### Cell classes on the final placement, run 1

(6 px per um) Fill, decap, tap and diode cells in grey.
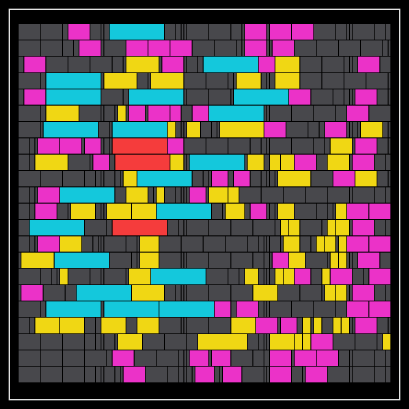
### Routed clock nets over the placement, run 1

(8 px per um)
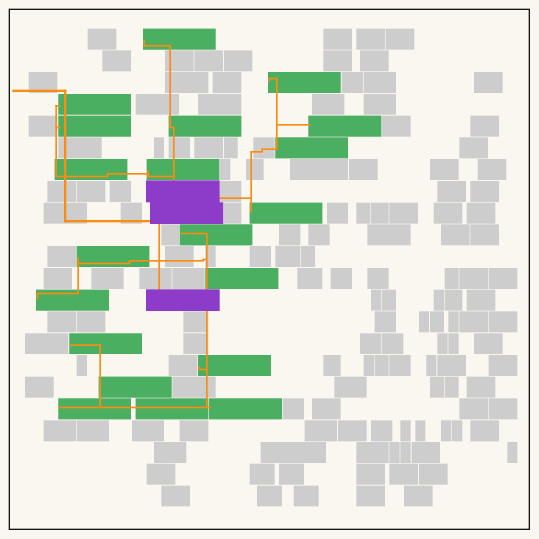
### Clock routing, run 1

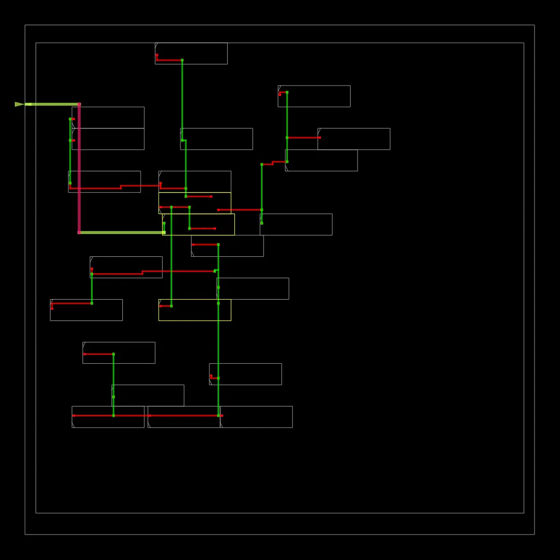
**config.mk**
```make
export PLATFORM = sky130hd
export DESIGN_NAME = stream_demux_1ton_flat
export DESIGN_NICKNAME = d
export VERILOG_FILES = /design/src/rtl/stream_demux_if.sv /design/src/rtl/stream_demux_1ton.sv /design/src/flat_wrapper.sv
export SDC_FILE = /design/constraint.sdc
export NUM_CORES = 1
export LEC_CHECK = 0
export CELL_PAD_IN_SITES_DETAIL_PLACEMENT = 0
export CELL_PAD_IN_SITES_GLOBAL_PLACEMENT = 1
export CORE_UTILIZATION = 29
export CTS_BUF_LIST = sky130_fd_sc_hd__clkbuf_16
export CTS_CLUSTER_DIAMETER = 50
export DETAILED_ROUTE_END_ITERATION = 10
export HOLD_SLACK_MARGIN = 0.05
export PLACE_DENSITY_LB_ADDON = 0.1
export SYNTH_ARGS = -nofsm -noshare
export SYNTH_HDL_FRONTEND = slang
export SYNTH_SLANG_ARGS = --single-unit
export TNS_END_PERCENT = 20
```
**constraint.sdc**
```tcl
create_clock -name clk -period 2.5 [get_ports clk]
set_input_delay 0.5 -clock clk [delete_from_list [all_inputs] [get_ports clk]]
set_output_delay 0.5 -clock clk [all_outputs]
set_load 0.005 [all_outputs]
```
**src/rtl/stream_demux_if.sv**
```systemverilog
// stream_demux_if: ingress stream plus per-channel egress bundle for stream_demux_1ton.
// The master modport is the demultiplexer's view. The slave modport is the
// surrounding environment, which drives the ingress beats and the sink readies.
interface stream_demux_if #(
   parameter int DATA_W = 8,
   parameter int NUM_CH = 16,
   parameter int SEL_W  = 4
);
   logic              s_valid;
   logic              s_ready;
   logic [DATA_W-1:0] s_data;
   logic [SEL_W-1:0]  s_sel;
   logic              s_last;
   logic [NUM_CH-1:0] m_valid;
   logic [NUM_CH-1:0] m_ready;
   logic [DATA_W-1:0] m_data;
   logic              m_last;

   modport master (
      input  s_valid, s_data, s_sel, s_last, m_ready,
      output s_ready, m_valid, m_data, m_last
   );

   modport slave (
      output s_valid, s_data, s_sel, s_last, m_ready,
      input  s_ready, m_valid, m_data, m_last
   );
endinterface

```
**src/rtl/stream_demux_1ton.sv**
```systemverilog
// stream_demux_1ton: registered 1-to-NUM_CH packet demultiplexer.
// The first beat of a packet selects the channel, and that channel is locked
// until the last beat. Packets whose select is out of range are swallowed and
// flagged once on err_sel.
// Optional feature macro: STREAM_DEMUX_PKT_CNT_EN adds a saturating count of
// delivered packets on pkt_count.
module stream_demux_1ton #(
   parameter int DATA_W = 8,
   parameter int NUM_CH = 16,
   parameter int SEL_W  = 4
) (
   input  logic           clk,
   input  logic           rst_n,
   stream_demux_if.master bus,
   output logic           err_sel
`ifdef STREAM_DEMUX_PKT_CNT_EN
   ,
   output logic [15:0]    pkt_count
`endif
);

   generate
      if (SEL_W != $clog2(NUM_CH)) begin : g_bad_sel_w
         $error("stream_demux_1ton: SEL_W must equal clog2(NUM_CH)");
      end
   endgenerate

   typedef enum logic [1:0] {IDLE, PKT, DROP} state_t;

   state_t            state, state_nxt;
   logic [SEL_W-1:0]  lch, lch_nxt;
   logic              rdy_en;

   // Output register stage (_p1): one beat, one cycle after acceptance
   logic              vld_p1;
   logic [SEL_W-1:0]  ch_p1;
   logic [DATA_W-1:0] data_p1;
   logic              last_p1;

   logic              sel_ok, drain, accept, load, err_nxt;
   logic [SEL_W-1:0]  ld_ch;

`ifdef STREAM_DEMUX_PKT_CNT_EN
   function automatic logic [15:0] sat_inc16(input logic [15:0] v);
      return (v == 16'hFFFF) ? v : v + 16'd1;
   endfunction
`endif

   // Handshake, packet FSM next state and output-register load decision
   always_comb begin
      state_nxt   = state;
      lch_nxt     = lch;
      load        = 1'b0;
      ld_ch       = '0;
      err_nxt     = 1'b0;
      sel_ok      = int'(bus.s_sel) < NUM_CH;
      drain       = vld_p1 && bus.m_ready[ch_p1];
      bus.s_ready = 1'b0;
      // s_ready never looks at s_valid; it only depends on the state and the sink's ready
      if (rdy_en) begin
         bus.s_ready = (state == DROP) ? 1'b1 : (!vld_p1 || drain);
      end
      accept = bus.s_valid && bus.s_ready;
      case (state)
         IDLE: begin
            if (accept) begin
               if (sel_ok) begin
                  load    = 1'b1;
                  ld_ch   = bus.s_sel;
                  lch_nxt = bus.s_sel;
                  if (!bus.s_last) state_nxt = PKT;
               end else begin
                  err_nxt = 1'b1;
                  if (!bus.s_last) state_nxt = DROP;
               end
            end
         end
         PKT: begin
            if (accept) begin
               load  = 1'b1;
               ld_ch = lch;
               if (bus.s_last) state_nxt = IDLE;
            end
         end
         DROP: begin
            if (accept && bus.s_last) state_nxt = IDLE;
         end
         default: state_nxt = IDLE;
      endcase
   end

   // Packet state, channel lock, error pulse and post-reset ready enable
   always_ff @(posedge clk or negedge rst_n) begin
      if (!rst_n) begin
         state   <= IDLE;
         lch     <= '0;
         rdy_en  <= 1'b0;
         err_sel <= 1'b0;
      end else begin
         state   <= state_nxt;
         lch     <= lch_nxt;
         rdy_en  <= 1'b1;
         err_sel <= err_nxt;
      end
   end

   // Output register: a load overrides a drain, so the path has no bubble
   always_ff @(posedge clk or negedge rst_n) begin
      if (!rst_n) begin
         vld_p1  <= 1'b0;
         ch_p1   <= '0;
         data_p1 <= '0;
         last_p1 <= 1'b0;
      end else if (load) begin
         vld_p1  <= 1'b1;
         ch_p1   <= ld_ch;
         data_p1 <= bus.s_data;
         last_p1 <= bus.s_last;
      end else if (drain) begin
         vld_p1  <= 1'b0;
      end
   end

   // One-hot channel valid decoded from the held channel
   always_comb begin
      bus.m_valid = '0;
      if (vld_p1) bus.m_valid[ch_p1] = 1'b1;
   end

   assign bus.m_data = data_p1;
   assign bus.m_last = last_p1;

`ifdef STREAM_DEMUX_PKT_CNT_EN
   // Count packets whose last beat retires into a sink
   always_ff @(posedge clk or negedge rst_n) begin
      if (!rst_n) begin
         pkt_count <= 16'd0;
      end else if (drain && last_p1) begin
         pkt_count <= sat_inc16(pkt_count);
      end
   end
`endif

endmodule

```
**src/flat_wrapper.sv**
```systemverilog
// flat-port wrapper written by rule: the top's interface ports become plain ports
module stream_demux_1ton_flat 
#(
   parameter int DATA_W = 8,
   parameter int NUM_CH = 16,
   parameter int SEL_W  = 4
)
  (clk, rst_n, err_sel, bus_s_valid, bus_s_data, bus_s_sel, bus_s_last, bus_m_ready, bus_s_ready, bus_m_valid, bus_m_data, bus_m_last);
  stream_demux_if #(.DATA_W(DATA_W), .NUM_CH(NUM_CH), .SEL_W(SEL_W)) bus_i ();
  input  logic clk;
  input  logic rst_n;
  output logic err_sel;
  input wire logic [$bits(bus_i.s_valid)-1:0] bus_s_valid;
  input wire logic [$bits(bus_i.s_data)-1:0] bus_s_data;
  input wire logic [$bits(bus_i.s_sel)-1:0] bus_s_sel;
  input wire logic [$bits(bus_i.s_last)-1:0] bus_s_last;
  input wire logic [$bits(bus_i.m_ready)-1:0] bus_m_ready;
  output wire logic [$bits(bus_i.s_ready)-1:0] bus_s_ready;
  output wire logic [$bits(bus_i.m_valid)-1:0] bus_m_valid;
  output wire logic [$bits(bus_i.m_data)-1:0] bus_m_data;
  output wire logic [$bits(bus_i.m_last)-1:0] bus_m_last;
  assign bus_i.s_valid = bus_s_valid;
  assign bus_i.s_data = bus_s_data;
  assign bus_i.s_sel = bus_s_sel;
  assign bus_i.s_last = bus_s_last;
  assign bus_i.m_ready = bus_m_ready;
  assign bus_s_ready = bus_i.s_ready;
  assign bus_m_valid = bus_i.m_valid;
  assign bus_m_data = bus_i.m_data;
  assign bus_m_last = bus_i.m_last;
  stream_demux_1ton #(.DATA_W(DATA_W), .NUM_CH(NUM_CH), .SEL_W(SEL_W)) u_core (.clk(clk), .rst_n(rst_n), .bus(bus_i), .err_sel(err_sel));
endmodule
```
==> results.rst, run 1 <==
Physical design figures
=======================

.. list-table::
   :header-rows: 1

   * - Metric
     - Value
   * - Setup crit end kind
     - output pin
   * - Flip-flops with a built-in enable
     - 0
   * - Sequential element share of the synthesized area
     - 43.7%
   * - Post-place instance area
     - 1830 um^2
   * - Number of OpenROAD warnings
     - 26
   * - Result of the run
     - completed
   * - Total routed wirelength
     - 2650 um
   * - Adder Share, Synth
     - 0%
   * - Tally of yosys warning messages
     - 0
   * - Global routing usage on met2
     - 24.3%
   * - Post-route DRC
     - 0
   * - Synth top cells by count
     - sky130_fd_sc_hd__dfrtp_1 (20), sky130_fd_sc_hd__nor2_1 (13), sky130_fd_sc_hd__mux2_2 (12)
   * - Met3 usage in global routing
     - 1.94%
   * - Setup Buffers After CTS
     - 1
   * - Switching fraction of total power
     - 31.1%
   * - Origin of the worst setup path
     - bus_m_ready[5]
   * - Crit path max-delay family
     - multiplexers
   * - Overall die height
     - 64.8 um
   * - Smallest setup slack after layout
     - 89.4 ps
   * - Worst reg2reg path startpoint
     - u_core.ch_p1[2]
   * - Syn_nets
     - 131
   * - Highest clock rate
     - 0.415 GHz
   * - Clk slew on worst S/H paths
     - 50 ps
   * - Largest net degree at the start of global routing
     - 21
   * - Wire length of the first global-routing pass
     - 4460 um
   * - Crit path launch type
     - input pin
   * - Number of antenna violations at the first check in global routing
     - 0
   * - Mean instance size in the synthesized netlist
     - 11.6 um^2
   * - Number of placed instances with taps included
     - 210
   * - Area share of the largest cell type after synthesis
     - 43.7%
   * - Tightest Hold Check Type
     - reg -> reg
   * - Arrival time at the worst endpoint
     - 1910 ps
   * - Worst slack, placed
     - -378 ps
   * - Via count of the first global-routing pass
     - 1051
   * - Non-filler instance count after layout
     - 214
   * - Busiest grt layer
     - met2
   * - Via/cell ratio
     - 4.51
   * - Instance count of the mapped netlist
     - 99
   * - Resized cells post-CTS
     - 8
   * - Destination of the worst register-to-register timing path
     - u_core.lch[3]
   * - Worst vdd ir
     - 0.537 mV
   * - Proportion of power drawn by flip-flops and latches
     - 29.6%
   * - Length of the first detailed-routing pass in iterations
     - 4
   * - Routability Congestion
     - 0.699
   * - Mux share
     - 29.1%
   * - Count of state elements after synthesis
     - 20
   * - Hold Crit Start
     - u_core.lch[0]
   * - Synthesized chip area reported by yosys
     - 1140 um^2
   * - Die outline width
     - 64.8 um
   * - Largest family of logic cells by area
     - multiplexers
   * - Ant. Diodes
     - 0
   * - Dominant cells by area after synthesis
     - sky130_fd_sc_hd__dfrtp_1 (44%), sky130_fd_sc_hd__mux2_2 (12%), sky130_fd_sc_hd__mux2_4 (9.2%)
   * - Row cnt
     - 22
   * - Top routing layer used
     - met4
   * - End point of the worst hold path
     - u_core.lch[0]
   * - Synth cell types
     - 29
   * - Met2 routed WL
     - 1340 um
   * - Layout cell share with drive strength beyond 1
     - 27.1%
   * - Global route overflow
     - 0
   * - Final setup violation count
     - 0
   * - Total power draw
     - 2.01 mW
   * - Maximum Capacitance Violations
     - 0
   * - Met3 WL
     - 126 um
   * - Most common cell after layout, fill and taps aside
     - sky130_fd_sc_hd__clkdlybuf4s50_1
   * - Post-layout nets
     - 200
   * - Maximum fanout encountered on the critical timing path
     - 2
   * - DP HPWL
     - 2180 um
   * - Count of routing violations after the opening detailed-route iteration
     - 28
   * - Time the final worst path needs with I/O delays and setup
     - 2410 ps
   * - Largest stage delay, worst path
     - 460 ps
   * - Yosys stat cell total
     - 99
   * - Root Buffer Master
     - sky130_fd_sc_hd__clkbuf_16
   * - Wire per inst
     - 12.4 um
   * - Kind of critical path
     - in -> out
   * - Final Max-Slew Violation Tally
     - 0
   * - Port buffer count
     - 57
   * - Global router's overall resource usage
     - 13.4%
   * - Setup repair after global routing missed its margin
     - false
   * - Maximum clock path buffer count
     - 2
   * - Simple-Gate Fraction of Synth Area
     - 15.7%
   * - Antenna-violating nets left
     - 0
   * - Detailed-route wire length on metal 1
     - 1160 um
   * - Number of logic stages on the critical path including buffering
     - 6
   * - Worst-case reg-to-reg path depth
     - 7
   * - Area of the die
     - 4200 um^2
   * - Xor-xnor portion of the synthesized cell area
     - 0%
   * - Met1 Track Usage GR
     - 16.4%
   * - Setup total negative slack
     - 0 ps
   * - Leakage
     - 0.793 nW
   * - Final std cell area, no fill
     - 1900 um^2
   * - FFs w/ async S/R, synth
     - 100%
   * - Net Switching
     - 0.627 mW
   * - Hold bufs inserted after CTS
     - 0
   * - PwrDens
     - 1060 nW/um^2
   * - CP Buf/Inv Count
     - 2
   * - Cell with the largest stage delay on the worst path
     - sky130_fd_sc_hd__mux4_2
   * - Area fraction in compound gates
     - 6.56%
   * - Combinational fraction of design power
     - 54.9%
   * - Number of CTS-inserted buffers
     - 3
   * - Area growth, synth to finish
     - 66.3%
   * - Leading cell types in the layout, fill and taps excluded
     - sky130_fd_sc_hd__clkdlybuf4s50_1 (52), sky130_fd_sc_hd__dfrtp_1 (20), sky130_fd_sc_hd__buf_4 (14)
   * - Cell type with the largest total area
     - sky130_fd_sc_hd__dfrtp_1
   * - Worst Hold Path Cells
     - 1
About 'Cell classes on the final placement':
Yellow marks combinational and other logic, cells 72, share of their area 33%. Red marks clock drivers, cells 3, share of their area 4.1%. Cyan marks flops, cells 20, share of their area 27%. Magenta marks other buffers and delay cells, cells 71, share of their area 36%.
utilization of the core after routing: 51.2%
area inside the core boundary: 3720 um^2

About 'Routed clock nets over the placement':
Orange marks clock wires, length 223 um. Purple marks clock drivers, count 3. Green marks flip-flops, count 20.
There are 4 routed clock nets.
Latency at later pin: 240 ps
total clock network power: 0.313 mW
worst clock skew: 0.574 ps
clock share of power: 15.5%

About 'Clock routing':
flip-flops: 20
number of sinks handled by clock tree synthesis: 20

==> run 1: state kept, by name, indices dropped and copies added, names as in the netlist <==
signal	cells
u_core.bus.m_data	8
u_core.bus.m_last	1
u_core.ch_p1	4
u_core.lch	4
u_core.rdy_en	1
u_core.state	1
u_core.vld_p1	1
==> run 1: power groups by stage <==
stage / logic (mW) / registers, mW / clock network, mW
floorplan: 0.641 / 0.572 / 0
global placement: 1.09 / 0.598 / 0
finish: 1.11 / 0.597 / 0.313
CTS: 1.12 / 0.602 / 0.320
global route: 1.20 / 0.624 / 0.333
detailed placement: 1.11 / 0.607 / 0
==> run 1: layout make-up <==
cell class              instances  area, um^2
fillers                       354        1810
repair buffers                 71         666
multi-input cells              70         596
flip-flops and latches         20         500
clock buffers                   3        75.1
well taps                      48        60.1
inverters                       2        7.51
==> inputs of run 2 (changes only) <==
--- a/config.mk
+++ b/config.mk
@@ -5,6 +5,7 @@
 export SDC_FILE = /design/constraint.sdc
 export NUM_CORES = 1
 export LEC_CHECK = 0
+export CAP_MARGIN = 0
 export CELL_PAD_IN_SITES_DETAIL_PLACEMENT = 0
 export CELL_PAD_IN_SITES_GLOBAL_PLACEMENT = 1
 export CORE_UTILIZATION = 29
@@ -12,7 +13,8 @@
 export CTS_CLUSTER_DIAMETER = 50
 export DETAILED_ROUTE_END_ITERATION = 10
 export HOLD_SLACK_MARGIN = 0.05
-export PLACE_DENSITY_LB_ADDON = 0.1
+export PLACE_DENSITY = 0.79
+export SLEW_MARGIN = 0
 export SYNTH_ARGS = -nofsm -noshare
 export SYNTH_HDL_FRONTEND = slang
 export SYNTH_SLANG_ARGS = --single-unit
### The metal 2 layer, run 2

(8 px per um) Cells faint in the background.
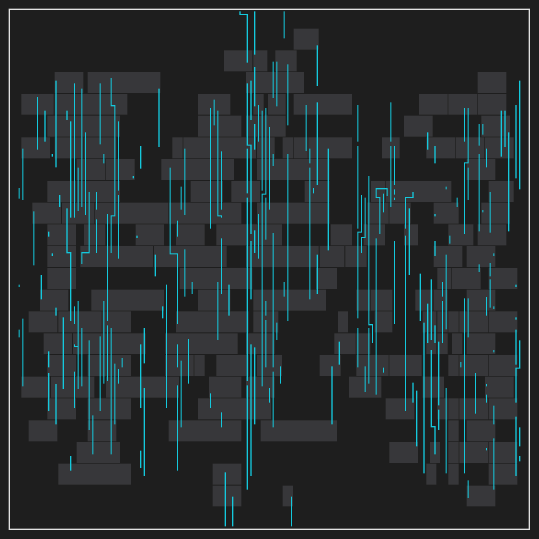
The layer carries 1290 um of wire. The wires run mostly vertical. 165 nets have wire on it. The longest straight run is 24.0 um.

==> run 2 against run 1 <==
  * Core utilization is 0.44 points lower
  * Sequential share of layout area is 0.29 points higher
  * Area after synthesis stayed put
  * Synthesized cell count stayed put
  * First-iteration DRC count is 14% lower
  * Sequential cell count stayed put
  * Maximum frequency is 0.54% lower
  * Clock skew is 1.7 ps higher
  * Highest routed layer unchanged
  * Combinational power hardly changed
==> results.rst, run 2 <==
Physical design figures
=======================

.. list-table::
   :header-rows: 1

   * - Metric
     - Value
   * - Worst Hold Path Cells
     - 1 (unchanged)
   * - Ant. Diodes
     - 0 (unchanged)
   * - Maximum clock path buffer count
     - 2 (unchanged)
   * - Dominant class by area
     - buffers (unchanged)
   * - Non-Clock Buffer Area Fraction
     - 34.3% (was 35.0%)
   * - Syn_nets
     - 131 (unchanged)
   * - Total routed wirelength
     - 2860 um (was 2650 um)
   * - Hold Crit Start
     - u_core.lch[2] (was u_core.lch[0])
   * - Area of all sequential standard cells
     - 502 um^2 (was 500 um^2)
   * - Smallest setup slack after layout
     - 76.2 ps (was 89.4 ps)
   * - Arrival time at the worst endpoint
     - 1920 ps (was 1910 ps)
   * - Setup Buffers After CTS
     - 1 (unchanged)
   * - Antenna-violating nets left
     - 0 (unchanged)
   * - FFs w/ async S/R, synth
     - 100% (unchanged)
   * - Area fraction in compound gates
     - 6.56% (unchanged)
   * - Worst-case reg-to-reg path depth
     - 9 (was 7)
   * - Clock buffer cells
     - 3 (unchanged)
   * - Via/cell ratio
     - 4.57 (was 4.51)
   * - Mux share
     - 29.1% (unchanged)
   * - Highest clock rate
     - 0.413 GHz (was 0.415 GHz)
   * - Number of flip-flops in the largest register
     - 8 (unchanged)
   * - Global routing usage on met2
     - 25.0% (was 24.3%)
   * - Number of placed instances with taps included
     - 206 (was 210)
   * - Multi-input logic portion of the cell area
     - 31.5% (was 31.3%)
   * - Root Buffer Master
     - sky130_fd_sc_hd__clkbuf_16 (unchanged)
   * - Crit path launch type
     - input pin (unchanged)
   * - Number of OpenROAD warnings
     - 26 (unchanged)
   * - Wire per inst
     - 13.6 um (was 12.4 um)
   * - Number of logic inverters in the finished layout
     - 2 (unchanged)
   * - Most common cell after layout, fill and taps aside
     - sky130_fd_sc_hd__clkdlybuf4s50_1 (unchanged)
   * - Area of the multi-input gates
     - 596 um^2 (unchanged)
   * - Synthesized chip area reported by yosys
     - 1140 um^2 (unchanged)
   * - Origin of the worst setup path
     - bus_m_ready[4] (was bus_m_ready[5])
   * - Synth top cells by count
     - sky130_fd_sc_hd__dfrtp_1 (20), sky130_fd_sc_hd__nor2_1 (13), sky130_fd_sc_hd__mux2_2 (12) (unchanged)
   * - Dominant cells by area after synthesis
     - sky130_fd_sc_hd__dfrtp_1 (44%), sky130_fd_sc_hd__mux2_2 (12%), sky130_fd_sc_hd__mux2_4 (9.2%) (unchanged)
   * - Fillers
     - 351 (was 354)
   * - Largest net degree at the start of global routing
     - 21 (unchanged)
   * - Worst slack, placed
     - -383 ps (was -378 ps)
   * - Setup crit end kind
     - output pin (unchanged)
   * - Hold bufs inserted after CTS
     - 0 (unchanged)
   * - Instance count of the mapped netlist
     - 99 (unchanged)
   * - Row cnt
     - 22 (unchanged)
   * - Result of the run
     - completed (unchanged)
   * - Wire length of the first global-routing pass
     - 4730 um (was 4460 um)
   * - Maximum fanout encountered on the critical timing path
     - 2 (unchanged)
   * - Utilization of the core after routing
     - 50.8% (was 51.2%)
   * - PwrDens
     - 1060 nW/um^2 (about the same)
   * - DP HPWL
     - 2220 um (was 2180 um)
   * - Xor-xnor portion of the synthesized cell area
     - 0% (unchanged)
   * - Final setup violation count
     - 0 (unchanged)
   * - Total power draw
     - 2.01 mW (about the same)
   * - Area growth, synth to finish
     - 64.9% (was 66.3%)
   * - Number of sinks handled by clock tree synthesis
     - 20 (unchanged)
   * - Largest family of logic cells by area
     - multiplexers (unchanged)
   * - Global route overflow
     - 0 (unchanged)
   * - Met3 WL
     - 321 um (was 126 um)
   * - Area share of the largest cell type after synthesis
     - 43.7% (unchanged)
   * - Port buffer count
     - 57 (unchanged)
   * - Sequential fraction of total cell area
     - 26.6% (was 26.3%)
   * - Count of routing violations after the opening detailed-route iteration
     - 24 (was 28)
   * - Number of CTS-inserted buffers
     - 3 (unchanged)
   * - Detailed-route wire length on metal 1
     - 1210 um (was 1160 um)
   * - Cell type with the largest total area
     - sky130_fd_sc_hd__dfrtp_1 (unchanged)
   * - Setup repair after global routing missed its margin
     - false (unchanged)
   * - Met2 routed WL
     - 1290 um (was 1340 um)
   * - Met3 usage in global routing
     - 4.23% (was 1.94%)
   * - Area of the die
     - 4200 um^2 (unchanged)
   * - Largest stage delay, worst path
     - 460 ps (about the same)
   * - Area inside the core boundary
     - 3720 um^2 (unchanged)
   * - Time the final worst path needs with I/O delays and setup
     - 2420 ps (was 2410 ps)
   * - Tally of yosys warning messages
     - 0 (unchanged)
   * - Leakage
     - 0.776 nW (was 0.793 nW)
   * - Worst vdd ir
     - 0.506 mV (was 0.537 mV)
   * - Final Max-Slew Violation Tally
     - 0 (unchanged)
   * - Latency at later pin
     - 240 ps (about the same)
   * - Tightest Hold Check Type
     - reg -> reg (unchanged)
   * - Top routing layer used
     - met4 (unchanged)
   * - Leading cell types in the layout, fill and taps excluded
     - sky130_fd_sc_hd__clkdlybuf4s50_1 (52), sky130_fd_sc_hd__dfrtp_1 (19), sky130_fd_sc_hd__nor2_1 (13) (was sky130_fd_sc_hd__clkdlybuf4s50_1 (52), sky130_fd_sc_hd__dfrtp_1 (20), sky130_fd_sc_hd__buf_4 (14))
   * - Post-layout nets
     - 196 (was 200)
   * - #MultiIn Comb
     - 70 (unchanged)
   * - Destination of the worst register-to-register timing path
     - u_core.bus.m_data[3] (was u_core.lch[3])
-- run 2: netlist changes by cell type in the layout (fill, tap and decap cells not counted) --
cell                      change
sky130_fd_sc_hd__dfrtp_1      -1
sky130_fd_sc_hd__buf_12       +1
sky130_fd_sc_hd__dfrtp_2      +1
sky130_fd_sc_hd__buf_4        -5
-- run 2: report_power, final --
part           internal (mW)  switching (mW)  leakage (nW)
Sequential             0.485           0.127         0.234
Combinational          0.676           0.407         0.505
Clock                  0.210           0.103        0.0370
-- run 2: through the flow --
| step | cell area [um^2] | setup TNS [ps] |
|---|---|---|
| detailed placement | 1810 | -2010 |
| finish | 1890 | 0 |
| global route | 1890 | 0 |
| floorplan | 1140 | 0 |
| global placement | 1810 | -1820 |
| CTS | 1890 | 0 |
==> inputs of run 3 (changes only) <==
--- a/config.mk
+++ b/config.mk
@@ -5,7 +5,7 @@
 export SDC_FILE = /design/constraint.sdc
 export NUM_CORES = 1
 export LEC_CHECK = 0
-export CAP_MARGIN = 0
+export CAP_MARGIN = 25
 export CELL_PAD_IN_SITES_DETAIL_PLACEMENT = 0
 export CELL_PAD_IN_SITES_GLOBAL_PLACEMENT = 1
 export CORE_UTILIZATION = 29
### Cell classes on the final placement, run 3

(6 px per um) Fill, decap, tap and diode cells in grey.
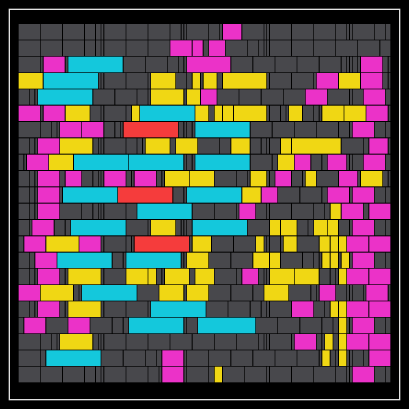
Cyan marks flops, cells 20, share of their area 27%. Yellow marks combinational and other logic, cells 72, share of their area 33%. Red marks clock drivers, cells 3, share of their area 4.1%. Magenta marks other buffers and delay cells, cells 67, share of their area 35%.
row cnt: 22
utilization of the core after routing: 50.8%
final std cell area, no fill: 1890 um^2

==> run 3 against run 2 <==
  * Clock power about the same
  * Register-to-register slack about the same
  * Wire length unchanged
  * Total power is the same
  * Global-route usage unchanged
  * Hold slack is the same
  * Final area is the same
  * Combinational power barely moved
  * Cell count unchanged
  * First-iteration DRC count unchanged
  * Setup slack unchanged
  * Critical endpoint unchanged
  * Largest cell class unchanged
==> results.rst, run 3 <==
Physical design figures
=======================

.. list-table::
   :header-rows: 1

   * - Metric
     - Value
   * - Layout cell share with drive strength beyond 1
     - 25.9% (unchanged)
   * - Length of the first detailed-routing pass in iterations
     - 4 (unchanged)
   * - Post-route DRC
     - 0 (unchanged)
   * - DP HPWL
     - 2220 um (unchanged)
   * - Worst slack, placed
     - -383 ps (unchanged)
   * - FFs w/ async S/R, synth
     - 100% (unchanged)
   * - Non-Clock Buffer Area Fraction
     - 34.3% (unchanged)
   * - Maximum clock path buffer count
     - 2 (unchanged)
   * - PwrDens
     - 1060 nW/um^2 (unchanged)
   * - Overall die height
     - 64.8 um (unchanged)
   * - Area inside the core boundary
     - 3720 um^2 (unchanged)
   * - Tightest Hold Check Type
     - reg -> reg (unchanged)
   * - Number of logic inverters in the finished layout
     - 2 (unchanged)
   * - Final Max-Slew Violation Tally
     - 0 (unchanged)
   * - Number of sinks handled by clock tree synthesis
     - 20 (unchanged)
   * - Met2 routed WL
     - 1290 um (unchanged)
   * - Ant. Diodes
     - 0 (unchanged)
   * - Adder Share, Synth
     - 0% (unchanged)
   * - Synthesized chip area reported by yosys
     - 1140 um^2 (unchanged)
   * - Global router's overall resource usage
     - 14.5% (unchanged)
   * - Arrival time at the worst endpoint
     - 1920 ps (about the same)
   * - Count of state elements after synthesis
     - 20 (unchanged)
   * - Highest clock rate
     - 0.413 GHz (unchanged)
   * - Routability Congestion
     - 0.731 (unchanged)
   * - Mux share
     - 29.1% (unchanged)
   * - Wire length of the first global-routing pass
     - 4730 um (unchanged)
   * - Dominant cells by area after synthesis
     - sky130_fd_sc_hd__dfrtp_1 (44%), sky130_fd_sc_hd__mux2_2 (12%), sky130_fd_sc_hd__mux2_4 (9.2%) (unchanged)
   * - Setup repair after global routing missed its margin
     - false (unchanged)
   * - Largest stage delay, worst path
     - 460 ps (about the same)
   * - Simple-Gate Fraction of Synth Area
     - 15.7% (unchanged)
   * - Total routed wirelength
     - 2860 um (unchanged)
   * - Post-layout nets
     - 196 (unchanged)
   * - Maximum Capacitance Violations
     - 0 (unchanged)
   * - Via count of the first global-routing pass
     - 1088 (unchanged)
   * - Yosys stat cell total
     - 99 (unchanged)
   * - Final setup violation count
     - 0 (unchanged)
   * - Busiest grt layer
     - met2 (unchanged)
   * - Setup total negative slack
     - 0 ps (unchanged)
   * - Tally of yosys warning messages
     - 0 (unchanged)
   * - Area of all sequential standard cells
     - 502 um^2 (unchanged)
   * - Sequential element share of the synthesized area
     - 43.7% (unchanged)
   * - Largest family of logic cells by area
     - multiplexers (unchanged)
   * - Antenna-violating nets left
     - 0 (unchanged)
   * - Post-place instance area
     - 1810 um^2 (unchanged)
   * - Clock tree cell share of total cell area
     - 3.98% (unchanged)
   * - Resized cells post-CTS
     - 8 (unchanged)
   * - Dominant class by area
     - buffers (unchanged)
   * - Top routing layer used
     - met4 (unchanged)
   * - Kind of critical path
     - in -> out (unchanged)
   * - Instance count of the mapped netlist
     - 99 (unchanged)
   * - Area of the die
     - 4200 um^2 (unchanged)
   * - Area share of the largest cell type after synthesis
     - 43.7% (unchanged)
   * - Mean instance size in the synthesized netlist
     - 11.6 um^2 (unchanged)
   * - Cell type with the largest total area
     - sky130_fd_sc_hd__dfrtp_1 (unchanged)
   * - Area fraction in compound gates
     - 6.56% (unchanged)
   * - Root Buffer Master
     - sky130_fd_sc_hd__clkbuf_16 (unchanged)
   * - Result of the run
     - completed (unchanged)
   * - Via/cell ratio
     - 4.57 (unchanged)
   * - Clock buffer cells
     - 3 (unchanged)
   * - Largest net degree at the start of global routing
     - 21 (unchanged)
   * - Tap Count
     - 48 (unchanged)
   * - Crit path max-delay family
     - multiplexers (unchanged)
   * - Total power draw
     - 2.01 mW (unchanged)
   * - Clk slew on worst S/H paths
     - 50 ps (about the same)
   * - CP Buf/Inv Count
     - 2 (unchanged)
   * - Area of the multi-input gates
     - 596 um^2 (unchanged)
   * - Latency at later pin
     - 240 ps (about the same)
   * - Crit path launch type
     - input pin (unchanged)
-- run 3: cell counts after synthesis --
Identical to the previous run, type by type.
-- run 3: power by group --
part	total (mW)	switching (mW)	internal, mW
sequential	0.612	0.127	0.485
combinational	1.08	0.407	0.676
clock	0.313	0.103	0.210
-- run 3: final timing paths --
| check | startpoint | endpoint | depth (start not counted) |
|---|---|---|---|
| max in group asynchronous | rst_n | u_core.ch_p1[2] | 2 |
| worst min-delay path | u_core.lch[2] | u_core.lch[2] | 1 |
| worst min register to register | u_core.lch[2] | u_core.lch[2] | 1 |
| min in group asynchronous | rst_n | u_core.bus.m_data[1] | 2 |
| worst max-delay path | bus_m_ready[4] | bus_s_ready | 6 |
| worst max register to register | u_core.ch_p1[2] | u_core.bus.m_data[3] | 9 |

==> gallery <==
Port wiring.
(6 px per um)
(a)
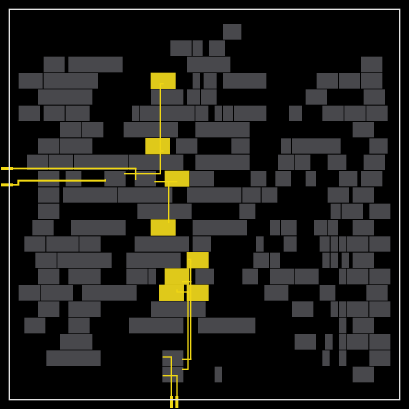
(b)
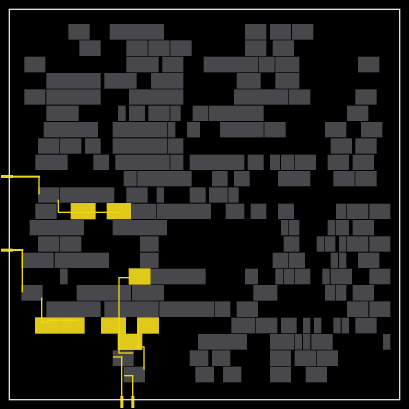
(a) comes from run 3.
(b) comes from run 1.

Key to (a):
Yellow marks bus_s_sel, bits 4, direction input, edge 2 left, 2 bottom, end cells 8, buffers 4, wire 121 um.

Power and IR drop assume default switching activity.
